==> config.mk <==
export PLATFORM = sky130hd
export DESIGN_NAME = i2c_ack_monitor
export DESIGN_NICKNAME = d
export VERILOG_FILES = /design/src/rtl/i2c_ack_monitor.sv
export SDC_FILE = /design/constraint.sdc
export NUM_CORES = 1
export LEC_CHECK = 0
export CORE_AREA = 2 2 69 71
export DETAILED_ROUTE_END_ITERATION = 6
export DIE_AREA = 0 0 71 73
export PLACE_DENSITY = 0.83
export SYNTH_ARGS = -nofsm -noshare
export SYNTH_HDL_FRONTEND = slang
export SYNTH_SLANG_ARGS = --single-unit
==> constraint.sdc <==
create_clock -name ack_clk -period 5.39 [get_ports ack_clk]
set_clock_uncertainty 0.2 [all_clocks]
set_input_delay 1.078 -clock ack_clk [delete_from_list [all_inputs] [get_ports ack_clk]]
set_output_delay 1.078 -clock ack_clk [all_outputs]
set_load 0.01 [all_outputs]
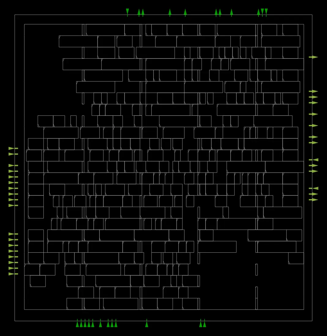
(run_1/placed.png)
number of placement rows: 25
area inside the core boundary: 4540 sq um

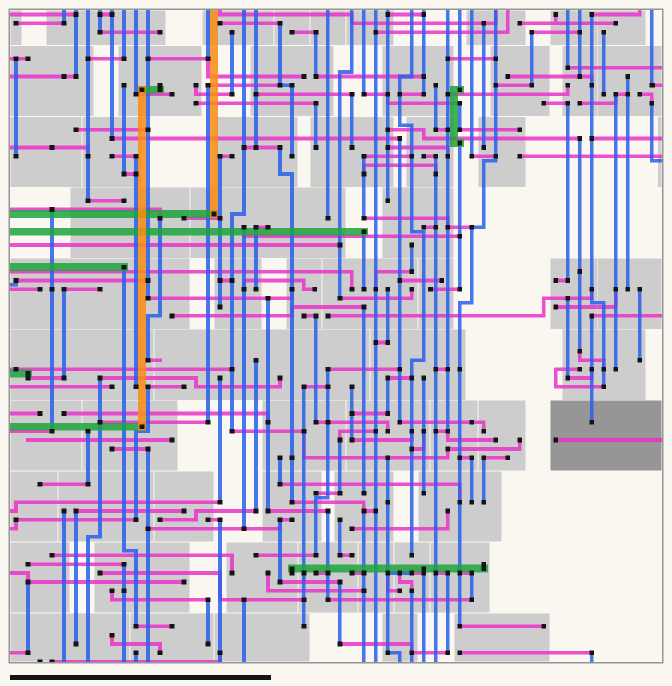
(run_1/closeup.png)
Bar = 10 microns. Region (23, 9) to (48, 34) microns. Cells in gray, sequential cells in the stronger gray; small squares are vias.
| color | layer |
|---|---|
| magenta | M1 |
| blue | M2 |
| green | M3 |
| orange | M4 |
cells with their middle in the window: 48
most frequent: mux4_2 (4)
sequential cells in the window: 0

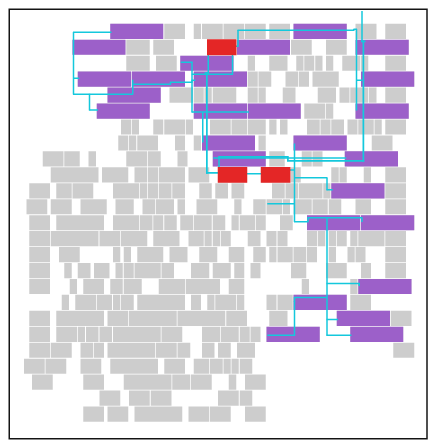
(run_1/clock_wires.png)
[cyan] clock wires | length: 318 microns
[red] clock-net drivers | count: 3
[purple] flip-flops | count: 27
flops lie: spread over the die
power attributed to the clock group: 116 uW
clk ins delay skew pair: 0.27 ns
proportion of power drawn by the clock network: 25.4%

==> qor.tcl, run 1 <==
set qor(synth_top_area_share_pct) 29.5
set qor(grt_antenna_before_repair) 0
set qor(via_count_of_the_first_global_routing_pass) 1936
set qor(fp.dieArea_sq_um) 5180
set qor(detail-route-antenna-nets) 0
set qor(post_syn_area_sq_um) 2290
set qor(number_of_synthesized_flops_with_an_enable_pin) 0
set qor(yosys_most_used_dff) {sky130_fd_sc_hd__dfrtp_1}
set qor(clock-root-buffer) {sky130_fd_sc_hd__clkbuf_8}
set qor(period_needed_ns) 4.23
set qor(io_pins) 55
set qor(synth.largest_area_cell) {sky130_fd_sc_hd__dfrtp_1}
set qor(detail_route.wirelength.met1_microns) 2360
set qor(fp_util_pct) 50.4
set qor(largest_register_ffs) 8
set qor(clkTransAtPathRegs_ns) 0.09
set qor(worst_ep_required_time_ns) 5.40
set qor(cts-resized-gates) 0
set qor(mappedNetlistNets) 293
set qor(cts.sink_count) 27
set qor(post-synth-top-count-cell) {sky130_fd_sc_hd__dfrtp_1}
set qor(global_route.usage.total_pct) 21.3
set qor(grt_use_met3_pct) 3.59
set qor(final_layout_size_suffix_gt1_share_pct) 9.83
set qor(rsz0062_at_grt) {no}
set qor(log.warning_count) 34
set qor(post-cts-setup-buffer-count) 0
set qor(grt_max_degree) 28
set qor(layout_worst_path_cycle_share_pct) 78.5
set qor(p_leak_nw) 1.23
set qor(drtIter0Drc) 87
set qor(met2_length_microns) 2660
set qor(critPathSlowestCell) {sky130_fd_sc_hd__ha_1}
set qor(mean_syn_cell_area_sq_um) 9.30
set qor(detailroute.wirelength.met3_microns) 275
set qor(place_inst) 345
set qor(routed_via_density) 5.92
set qor(top_signal_layer_used) {met4}
set qor(report.final.hold_viol_count) 0
set qor(dpl.hpwl_microns) 4290
set qor(met2_track_usage_gr_pct) 36.8
set qor(final_count_of_pins_violating_max_slew) 0
set qor(die_h_microns) 73
set qor(synth.lib_cells_used.distinct) 51
set qor(drt_wl_total_microns) 5360
set qor(min_delay_path_depth) 1
set qor(worst_setup_path_end_kind) {flip-flop}
set qor(finalWeightedCongestion) 0.909
set qor(yosysSeqAreaShare_pct) 29.5
set qor(timing.reg2reg.worst_path_depth) 7
set qor(areaGrowthSynthToFinish_pct) 27.6
set qor(timing.slew.headroom_pct) 33.3
set qor(worst_path_largest_cell_delay_ns) 0.58
set qor(postCtsHoldBufs) 0
set qor(critical_path_class) {in2reg}
set qor(slew_at_the_pin_with_the_worst_max_slew_slack_ns) 1.00
set qor(final_design_area_no_fill_sq_um) 2920
set qor(grt.busiest_layer) {met2}
set qor(ys_area_sq_um) 2290
set qor(fin_setup_tns_ns) 0
set qor(post-route-drc-count) 0
set qor(hold_class) {reg2reg}
set qor(netlist_instances) 246
set qor(yosys_register_bits) 27
set qor(maxCapViolCount) 0
set qor(path_cells) {clkdlybuf4s50_1, buf_4, inv_1, ha_1, mux4_2, a2111oi_0, nor4b_1, a311o_1, o311a_1, a21oi_1, nand3b_1}
set qor(worst_endpoint_data_arrival_time_ns) 4.24
set qor(outcome) {complete, no violations}
set qor(maxClockFrequency_ghz) 0.236
-- run 1: metrics by stage --
stage                     util, %  setup WS (ns)
final                        64.4           1.16
after global routing         64.4          0.947
after detailed placement     63.3          0.867
after global placement       63.3           1.00
after CTS                    64.4           1.16
after floorplan                 -           1.19
-- run 1: layout by cell type, fill, tap and decap left out, types with 2 or more instances in the layout --
| cell type | n |
|---|---|
| sky130_fd_sc_hd__nand2b_1 | 8 |
| sky130_fd_sc_hd__a211oi_1 | 4 |
| sky130_fd_sc_hd__o21ai_0 | 16 |
| sky130_fd_sc_hd__nor4_1 | 2 |
| sky130_fd_sc_hd__nor2b_1 | 8 |
| sky130_fd_sc_hd__nand3b_1 | 2 |
| sky130_fd_sc_hd__inv_1 | 10 |
| sky130_fd_sc_hd__or2_2 | 3 |
| sky130_fd_sc_hd__nand4_1 | 6 |
| sky130_fd_sc_hd__a22oi_1 | 2 |
| sky130_fd_sc_hd__clkdlybuf4s50_1 | 54 |
| sky130_fd_sc_hd__o21bai_1 | 2 |
| sky130_fd_sc_hd__clkbuf_8 | 3 |
| sky130_fd_sc_hd__xor2_1 | 3 |
| sky130_fd_sc_hd__buf_4 | 3 |
| sky130_fd_sc_hd__xnor2_1 | 4 |
| sky130_fd_sc_hd__mux2_2 | 5 |
| sky130_fd_sc_hd__a21oi_1 | 10 |
| sky130_fd_sc_hd__nor2_1 | 22 |
| sky130_fd_sc_hd__nor4b_1 | 2 |
| sky130_fd_sc_hd__nand3_1 | 4 |
| sky130_fd_sc_hd__mux2i_1 | 12 |
| sky130_fd_sc_hd__dfrtp_1 | 27 |
| sky130_fd_sc_hd__and2_1 | 2 |
| sky130_fd_sc_hd__a311o_1 | 2 |
| sky130_fd_sc_hd__nor3_1 | 6 |
| sky130_fd_sc_hd__mux4_2 | 12 |
| sky130_fd_sc_hd__or3_1 | 4 |
| sky130_fd_sc_hd__nor3b_1 | 3 |
| sky130_fd_sc_hd__ha_1 | 12 |
| sky130_fd_sc_hd__and3_1 | 3 |
| sky130_fd_sc_hd__nand2_1 | 19 |
-- run 1: worst max-delay path: cells and delay by family --
family,cells,cell delay [ns]
fa+ha+maj,1,0.58
buf+inv,3,0.89
simple gates,2,0.22
compound gates,4,0.90
mux,1,0.56
-- run 1: cell type report --
class / instances / area (sq um)
clock buffer: 3 / 41.3
clock inverter: 1 / 7.51
fill: 381 / 1620
inverter: 10 / 37.5
multi-input combinational: 197 / 1530
sequential: 27 / 676
tap: 54 / 67.6
timing repair buffer: 57 / 563
-- run 1: logic make-up (layout without fill, tap and decap cells) --
logic type                 Yosys count  in the layout  share of synthesized area [%]
AOI/OAI and AO/OA                   50             50                           14.7
adders and majority gates           12             12                           6.56
buffers and inverters               22             71                           3.72
and+or+nand+nor                     98             98                           22.6
DFF                                 27             27                           29.5
muxes                               29             29                           19.5
xor gates and xnor gates             8              8                           3.39
-- run 1: report_power, final --
part	switching [mW]	total, mW	internal [mW]
Clock	0.0639	0.116	0.0525
Combinational	0.0661	0.135	0.0692
Sequential	0.00184	0.206	0.204
==> run_1/route_heat.png <==
The die is cut into 14 by 15 equal tiles; black is low, pale yellow is high, scaled to the fullest tile. Values are wire area over tile area, all layers added.
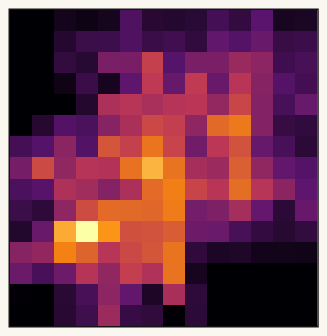

==> inputs of run 2 (changes only) <==
Settings changed: CORE_AREA 2 2 69 71 to 2 2 71 73, DIE_AREA 0 0 71 73 to 0 0 73 75, PLACE_DENSITY 0.83 to 0.79.
Clock period 5.39 ns to 4.4 ns, I/O delays scaled along.
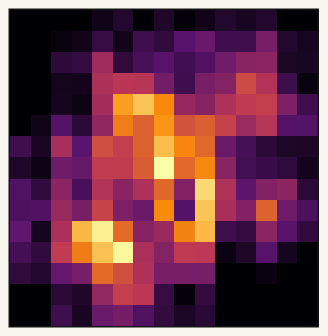
(run_2/route_heat.png)
The die is cut into 15 by 15 equal tiles; black is low, pale yellow is high, scaled to the fullest tile. Values are wire area over tile area, all layers added.
fullest tile: 0.59
mean over tiles: 0.17
nearly empty tiles: 16%
densest ninth of the die: center
detailed-route wire length: 5610 microns
overall routing resource usage: 21.4%
total number of vias: 2,147
wire per inst: 15.9 microns

==> qor.tcl, run 2 <==
set qor(outcome) {complete, no violations}
set qor(critPathSlowestCell) {sky130_fd_sc_hd__clkdlybuf4s50_1}
set qor(postCtsHoldBufs) 0
set qor(netlist_instances) 246
set qor(logic_area_sq_um) 1530
set qor(rsz0062_at_grt) {no}
set qor(via_count_of_the_first_global_routing_pass) 2011
set qor(worst_path_largest_cell_delay_ns) 0.59
set qor(yosysSeqAreaShare_pct) 29.5
set qor(post_syn_area_sq_um) 2290
set qor(cp_num_buf_inv) 2
set qor(post-cts-setup-buffer-count) 0
set qor(die_h_microns) 75
set qor(post-route-drc-count) 0
set qor(worst_setup_path_end_kind) {flip-flop}
set qor(grt_antenna_before_repair) 0
set qor(fp-row-count) 25
set qor(dpl.hpwl_microns) 4640
set qor(grt_max_degree) 28
set qor(layout.cells.most_common_list) {sky130_fd_sc_hd__clkdlybuf4s50_1 (54), sky130_fd_sc_hd__dfrtp_1 (27), sky130_fd_sc_hd__nor2_1 (22)}
set qor(clock-root-buffer) {sky130_fd_sc_hd__clkbuf_8}
set qor(synth.lib_cells_used.distinct) 51
set qor(path_cells) {clkdlybuf4s50_1, inv_1, ha_1, mux4_2, a2111oi_0, nor4b_1, a311o_1, o311a_1, a21oi_1, nand3b_1}
set qor(io_pins) 55
set qor(period_needed_ns) 3.79
set qor(number_of_synthesized_flops_with_an_enable_pin) 0
set qor(areaGrowthSynthToFinish_pct) 29.3
set qor(worstSetupPathDepth) 10
set qor(clkTransAtPathRegs_ns) 0.09
set qor(min_delay_path_depth) 1
set qor(largest_register_ffs) 8
set qor(final_count_of_pins_violating_max_slew) 0
set qor(routed_via_density) 6.06
set qor(mean_syn_cell_area_sq_um) 9.30
set qor(p_leak_nw) 1.25
set qor(hold_class) {reg2reg}
set qor(final_layout_size_suffix_gt1_share_pct) 11.3
set qor(synth_top_area_share_pct) 29.5
set qor(drtIter0Drc) 152
set qor(clkLatencyLatePin_ns) 0.27
set qor(yosys_most_used_dff) {sky130_fd_sc_hd__dfrtp_1}
run 2: final cells by class:
class	instances	share of cell area (%)
multi-input combinational	197	51.6
clock buffer	3	1.40
timing repair buffer	62	20.3
clock inverter	1	0.254
inverter	10	1.27
tap	54	2.29
sequential	27	22.9
run 2: power breakdown:
part           internal [mW]  switching, mW  total, mW  leakage [nW]
logic                 0.0887         0.0827      0.171         0.856
registers              0.250        0.00251      0.252         0.377
clock network         0.0642         0.0767      0.141        0.0217
run 2: layer usage:
layer / global-route usage, % / up-vias / wire (microns) / part of all wire [%]
li1: - / 1019 / - / -
met1: 26.9 / 1002 / 2340 / 42
met2: 38.0 / 112 / 2820 / 50
met3: 2.81 / 14 / 337 / 6.0
met4: 6.79 / 0 / 119 / 2.1
met5: 0 / - / 0 / 0
run 2: logic make-up after synthesis:
kind of cell,after synthesis,synth area share (%)
buf+inv,22,3.72
flops,27,29.5
fa+ha+maj,12,6.56
mux,29,19.5
compound gates,50,14.7
xor+xnor,8,3.39
simple gates,98,22.6
run 2: metrics by stage:
| step | setup slack (ns) | cells | utilization (%) | power [mW] | hold WS, ns |
|---|---|---|---|---|---|
| 2_1_floorplan | 0.397 | 246 | - | 0.360 | 0.283 |
| 3_3_place_gp | 0.543 | 350 | 62.4 | 0.424 | 0.280 |
| 3_5_place_dp | 0.333 | 350 | 62.4 | 0.427 | 0.300 |
| 4_1_cts | 0.611 | 354 | 63.4 | 0.569 | 0.319 |
| 5_1_grt | 0.420 | 354 | 63.4 | 0.592 | 0.339 |
| 6_report | 0.608 | 354 | 63.4 | 0.565 | 0.316 |
Power figures rest on the tool's default switching activity, not on a simulated workload.
